File: src/rtl/multi_cycle_control.sv
// Multi-cycle CPU control unit: state sequencer, combinational datapath
// decode, halt latch and retired-instruction counter.
module multi_cycle_control #(
    parameter logic [2:0] IF   = 3'b000,
    parameter logic [2:0] ID   = 3'b001,
    parameter logic [2:0] aEXE = 3'b110,
    parameter logic [2:0] bEXE = 3'b101,
    parameter logic [2:0] cEXE = 3'b010,
    parameter logic [2:0] MEM  = 3'b011,
    parameter logic [2:0] aWB  = 3'b111,
    parameter logic [2:0] cWB  = 3'b100
) (
    input  logic        CLK,
    input  logic        RST,
    input  logic [5:0]  opcode,
    input  logic        zero,
    output logic [2:0]  state,
    output logic        PCWre,
    output logic        IRWre,
    output logic        InsMemRW,
    output logic        ALUSrcB,
    output logic        mRD,
    output logic        mWR,
    output logic        RegWre,
    output logic        DBDataSrc,
    output logic        WrRegDSrc,
    output logic [1:0]  RegDst,
    output logic [1:0]  PCSrc,
    output logic [2:0]  ALUOp,
    output logic        halted,
    output logic [15:0] retired
);

    localparam logic [5:0] OP_BEQ  = 6'b110100;
    localparam logic [5:0] OP_LW   = 6'b110001;
    localparam logic [5:0] OP_SW   = 6'b110000;
    localparam logic [5:0] OP_J    = 6'b111000;
    localparam logic [5:0] OP_JR   = 6'b111001;
    localparam logic [5:0] OP_JAL  = 6'b111010;
    localparam logic [5:0] OP_HALT = 6'b111111;

    logic [2:0] next_state;
    logic       halt_dec;
    logic       retire;

    assign halt_dec = (state == ID) && (opcode == OP_HALT);
    // An instruction completes when the sequencer returns to fetch; halt is not counted.
    assign retire   = !halted && (state != IF) && (next_state == IF) && !halt_dec;

    // Next-state selection by instruction class.
    always_comb begin
        next_state = IF;
        case (state)
            IF:   next_state = ID;
            ID: begin
                if (opcode[5:3] == 3'b110)
                    next_state = (opcode == OP_BEQ) ? bEXE : cEXE;
                else if (opcode[5:3] == 3'b111)
                    next_state = IF;
                else
                    next_state = aEXE;
            end
            aEXE: next_state = aWB;
            bEXE: next_state = IF;
            cEXE: next_state = MEM;
            MEM:  next_state = (opcode == OP_LW) ? cWB : IF;
            aWB:  next_state = IF;
            cWB:  next_state = IF;
            default: next_state = IF;
        endcase
    end

    // State register; frozen once the processor has halted.
    always_ff @(posedge CLK or negedge RST) begin
        if (!RST)
            state <= IF;
        else if (!halted)
            state <= next_state;
    end

    // Halt latch: set by halt in decode, cleared only by reset.
    always_ff @(posedge CLK or negedge RST) begin
        if (!RST)
            halted <= 1'b0;
        else if (halt_dec)
            halted <= 1'b1;
    end

    // Retired-instruction counter, wraps naturally at 16 bits.
    always_ff @(posedge CLK or negedge RST) begin
        if (!RST)
            retired <= 16'h0000;
        else if (retire)
            retired <= retired + 16'h0001;
    end

    // Datapath strobes decoded from state, opcode and zero; all quiet when halted.
    always_comb begin
        PCWre     = 1'b0;
        IRWre     = 1'b0;
        InsMemRW  = 1'b0;
        ALUSrcB   = 1'b0;
        mRD       = 1'b0;
        mWR       = 1'b0;
        RegWre    = 1'b0;
        DBDataSrc = 1'b0;
        WrRegDSrc = 1'b0;
        RegDst    = 2'b00;
        PCSrc     = 2'b00;
        ALUOp     = 3'b000;
        if (!halted) begin
            case (state)
                IF: begin
                    IRWre    = 1'b1;
                    InsMemRW = 1'b1;
                end
                ID: begin
                    case (opcode)
                        OP_J: begin
                            PCWre = 1'b1;
                            PCSrc = 2'b11;
                        end
                        OP_JAL: begin
                            PCWre  = 1'b1;
                            PCSrc  = 2'b11;
                            RegWre = 1'b1;
                        end
                        OP_JR: begin
                            PCWre = 1'b1;
                            PCSrc = 2'b10;
                        end
                        default: ;
                    endcase
                end
                aEXE: begin
                    ALUOp   = opcode[2:0];
                    ALUSrcB = (opcode[5:3] == 3'b010);
                end
                aWB: begin
                    RegWre    = 1'b1;
                    WrRegDSrc = 1'b1;
                    PCWre     = 1'b1;
                    ALUOp     = opcode[2:0];
                    RegDst    = (opcode[5:3] == 3'b000) ? 2'b10 : 2'b01;
                end
                bEXE: begin
                    ALUOp = 3'b001;
                    PCWre = 1'b1;
                    PCSrc = zero ? 2'b01 : 2'b00;
                end
                cEXE: begin
                    ALUSrcB = 1'b1;
                end
                MEM: begin
                    ALUSrcB = 1'b1;
                    if (opcode == OP_LW)
                        mRD = 1'b1;
                    if (opcode == OP_SW) begin
                        mWR   = 1'b1;
                        PCWre = 1'b1;
                    end
                end
                cWB: begin
                    RegWre    = 1'b1;
                    WrRegDSrc = 1'b1;
                    DBDataSrc = 1'b1;
                    RegDst    = 2'b01;
                    PCWre     = 1'b1;
                end
                default: ;
            endcase
        end
    end

endmodule

File: config.mk
export PLATFORM = sky130hd
export DESIGN_NAME = multi_cycle_control
export DESIGN_NICKNAME = d
export VERILOG_FILES = /design/src/rtl/multi_cycle_control.sv
export SDC_FILE = /design/constraint.sdc
export NUM_CORES = 1
export LEC_CHECK = 0
export CELL_PAD_IN_SITES_DETAIL_PLACEMENT = 1
export CELL_PAD_IN_SITES_GLOBAL_PLACEMENT = 2
export CORE_MARGIN = 2
export CORE_UTILIZATION = 28
export CTS_CLUSTER_SIZE = 10
export DETAILED_ROUTE_END_ITERATION = 6
export GPL_TIMING_DRIVEN = 0
export PLACE_DENSITY = 0.8
export SYNTH_ARGS = -nofsm -noshare
export SYNTH_HDL_FRONTEND = slang
export SYNTH_SLANG_ARGS = --single-unit
File: constraint.sdc
create_clock -name CLK -period 3.1 [get_ports CLK]
set_input_delay 0.31 -clock CLK [delete_from_list [all_inputs] [get_ports CLK]]
set_output_delay 0.31 -clock CLK [all_outputs]
set_load 0.02 [all_outputs]
m2.png
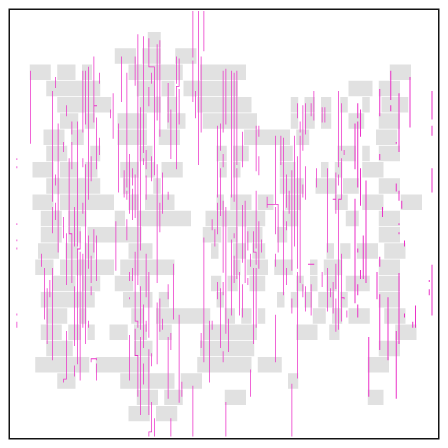
nets with wire on the layer: 167
share of all routed wire: 49%
wire length on this layer: 1,850 µm
longest straight run: 41.8 µm
DR vias: 1,203
M2 GR Usage: 0.266
Total Routed Length: 3.77 mm

m1.png
Supply wires on this layer in grey.
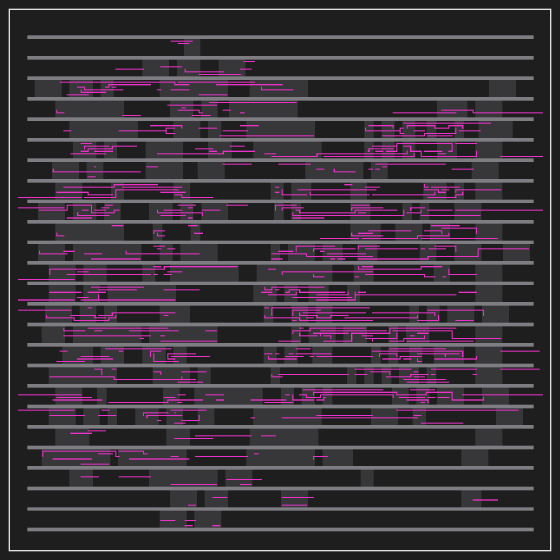
share of all routed wire: 46%
longest straight run: 17.9 µm
nets with wire on the layer: 162
main direction: horizontal
wire length on this layer: 1,720 µm

congestion_map.png
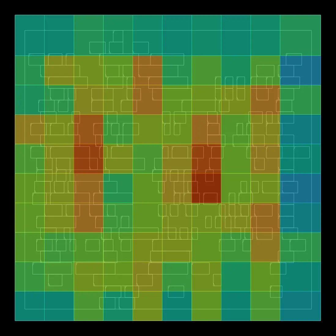
grt met3 use: 0.0239
post-layout util: 0.416
WL/cell: 16.2 µm
met1 Use GR: 0.202

ff_map.png
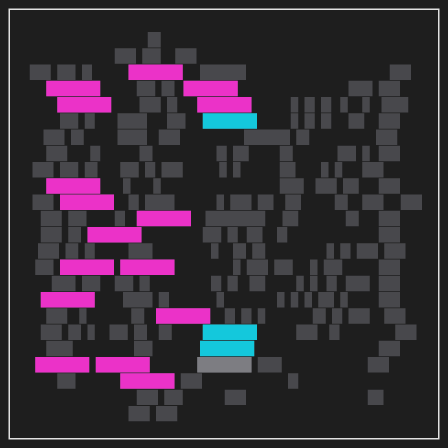
| colour | netlist name | placed flops |
|---|---|---|
| cyan | state | 3 |
| magenta | retired | 16 |
not coloured: 1
flip-flop and latch power: 0.000409 W
Seq/total area: 0.275
Register Area: 500 µm²

==> worst max-delay path: cells and delay by family <==
family | cells | cell delay, ps
buffers and inverters | 2 | 1180
and+or+nand+nor | 3 | 1180
==> area by class of cell <==
cell class,count,area share
clock buffer,4,0.0302
inverter,4,0.00824
multi-input combinational,102,0.388
timing repair buffer,42,0.232
tap,52,0.0357
buffer,8,0.0316
sequential,20,0.275
==> logic make-up after synthesis <==
logic type / after synthesis / synth area share
muxes: 1 / 0.00880
buffers and inverters: 12 / 0.0567
xor gates and xnor gates: 15 / 0.103
DFF: 20 / 0.391
adders and majority gates: 1 / 0.00977
AOI/OAI and AO/OA: 18 / 0.110
and+or+nand+nor: 67 / 0.321
==> report_power, final <==
part | internal, W | switching (W) | total, W
clock | 0.000113 | 0.0000853 | 0.000198
sequential | 0.000323 | 0.0000857 | 0.000409
combinational | 0.000375 | 0.000481 | 0.000856
total | 0.000812 | 0.000652 | 0.00146
==> state kept, by name (all words and copies together) (netlist names) <==
signal,count
halted,1
retired,16
state,3
==> metrics by stage <==
stage               power (W)  hold WS, ps
finish                0.00146          490
global route          0.00157          528
CTS                   0.00148          509
detailed placement    0.00127          494
global placement      0.00126          462
floorplan            0.000914         14.4
==> layer usage <==
metal  global-route usage  vias up  share of wire
li1                     -      571              -
met1                0.202      591           0.46
met2                0.266       39           0.49
met3               0.0239        2          0.050
met4               0.0314        0         0.0045
met5                    0        -              0
==> path summary, 6_finish.rpt <==
path | startpoint | endpoint | slack, ps | depth (start not counted)
max in group asynchronous | RST | halted | 1980 | 1
worst min register to register | retired[15] | retired[15] | 490 | 1
worst max-delay path | opcode[1] | mWR | 120 | 5
worst max register to register | state[1] | retired[14] | 1090 | 6
min in group asynchronous | RST | retired[9] | 560 | 1
worst min-delay path | retired[15] | retired[15] | 490 | 1
==> impl_metrics.toml <==
# synthesis and place-and-route metrics
[flow_run]
warnings = 26
max-cap-violations = 0

[grt]
grt_max_degree = 21
grt-ovfl-total = 0
antenna_found_initial = 0
grt_use_total = 0.153
grt_pass1_wl_mm = 6.31
first_global_vias = 1271

[layout]
stdcell_area_um2 = 1820
lay_top_count = "clkdlybuf4s50_1"
fill_cells = 502
drive_above_1_share = 0.128
syn2layout_area_growth_pct = 42.4
fin_nets = 191
comb_area_um2 = 707
antennaDiodeCount = 0
fin_cells = 232
lay_top_cells = "clkdlybuf4s50_1, dfrtp_1, xnor2_1"

[critical_path]
cp_slowest_stage_delay_ps = 650
critical-path-slowest-cell = "clkdlybuf4s50_1"
crit_arrival_ps = 2670
cp.required_ps = 2790
crit_fanout = 7
worstSetupPathType = "input pin to output pin"
path_cells = "clkdlybuf4s50_1, or4_1, or3_1, nor3_1, clkdlybuf4s50_1"
crit_path_frequent_cell = "clkdlybuf4s50_1"
crit_path_end_kind = "output pin"

[yosys]
ys_warn_count = 0
top_cell = "dfrtp_1"
synthesis.nets = 144
top_area_cell = "dfrtp_1"
syn_inst = 134
ys.flop_type = "dfrtp_1"
post-synth-top-area-fraction = 0.391
area_leaders = "dfrtp_1, xnor2_1, nand3_1, nor4_4, and3_1"
syn_area_um2 = 1280
synth_seq_share = 0.391
synth_stat.cells = 134
synth_cell_types = 43
synth-area-yosys_um2 = 1280
async_flop_share = 1.00
syn_avg_cell_area_um2 = 9.55
common_cells = "dfrtp_1, xnor2_1, nand3_1"
edf_count = 0
numSynthFlops = 20

[final_timing]
final_hold_viol_count = 0
setup_tns_ps = 0
skew_ps = 1.10
period_needed_ps = 2980
worstMarginPinSlew_ps = 916
slew_viol_final = 0
fin_ws_ps = 124
finalSetupViolCount = 0
max_freq_ghz = 0.336
period_used_share = 0.960
rsz0062_at_grt = "no"

[clock_tree]
post_cts_buffers = 0
cts_made_buffers = 3
clock_path_buffers = 2
cts_tree = "yes"
root_buffer = "clkbuf_8"
clkTransAtPathRegs_ps = 70
htreeDepth = 1
cts.repair.resized = 0
clock.latency.late_pin_ps = 260
clock-sinks = 20
cts_hold_buf = 0

[route]
ant_nets = 0
drc = 0
via_per_inst = 5.19
initialDrtViolationCount = 55
drt-pass1-iter-count = 4

[floorplan]
die_w_um = 71.6
die_area_um2 = 5130
rows = 24
io_pins = 45
design.core.area_um2 = 4380
die_h_um = 71.6

[pwr]
ir_drop_uv = 406
leakagePower_nw = 0.724
powerDensity_nw_per_um2 = 803

[placed_design]
placedCellCount = 228
dpl.hpwl_mm = 2.83
place_ws_ps = 128
placed_area_um2 = 1770
io_buffers = 42
gp_congestion = 0.773

[status]
status = "completed"

[worst_hold_path]
hold_class = "register to register"
No activity file was given, so power comes from the tool's default toggle rates.
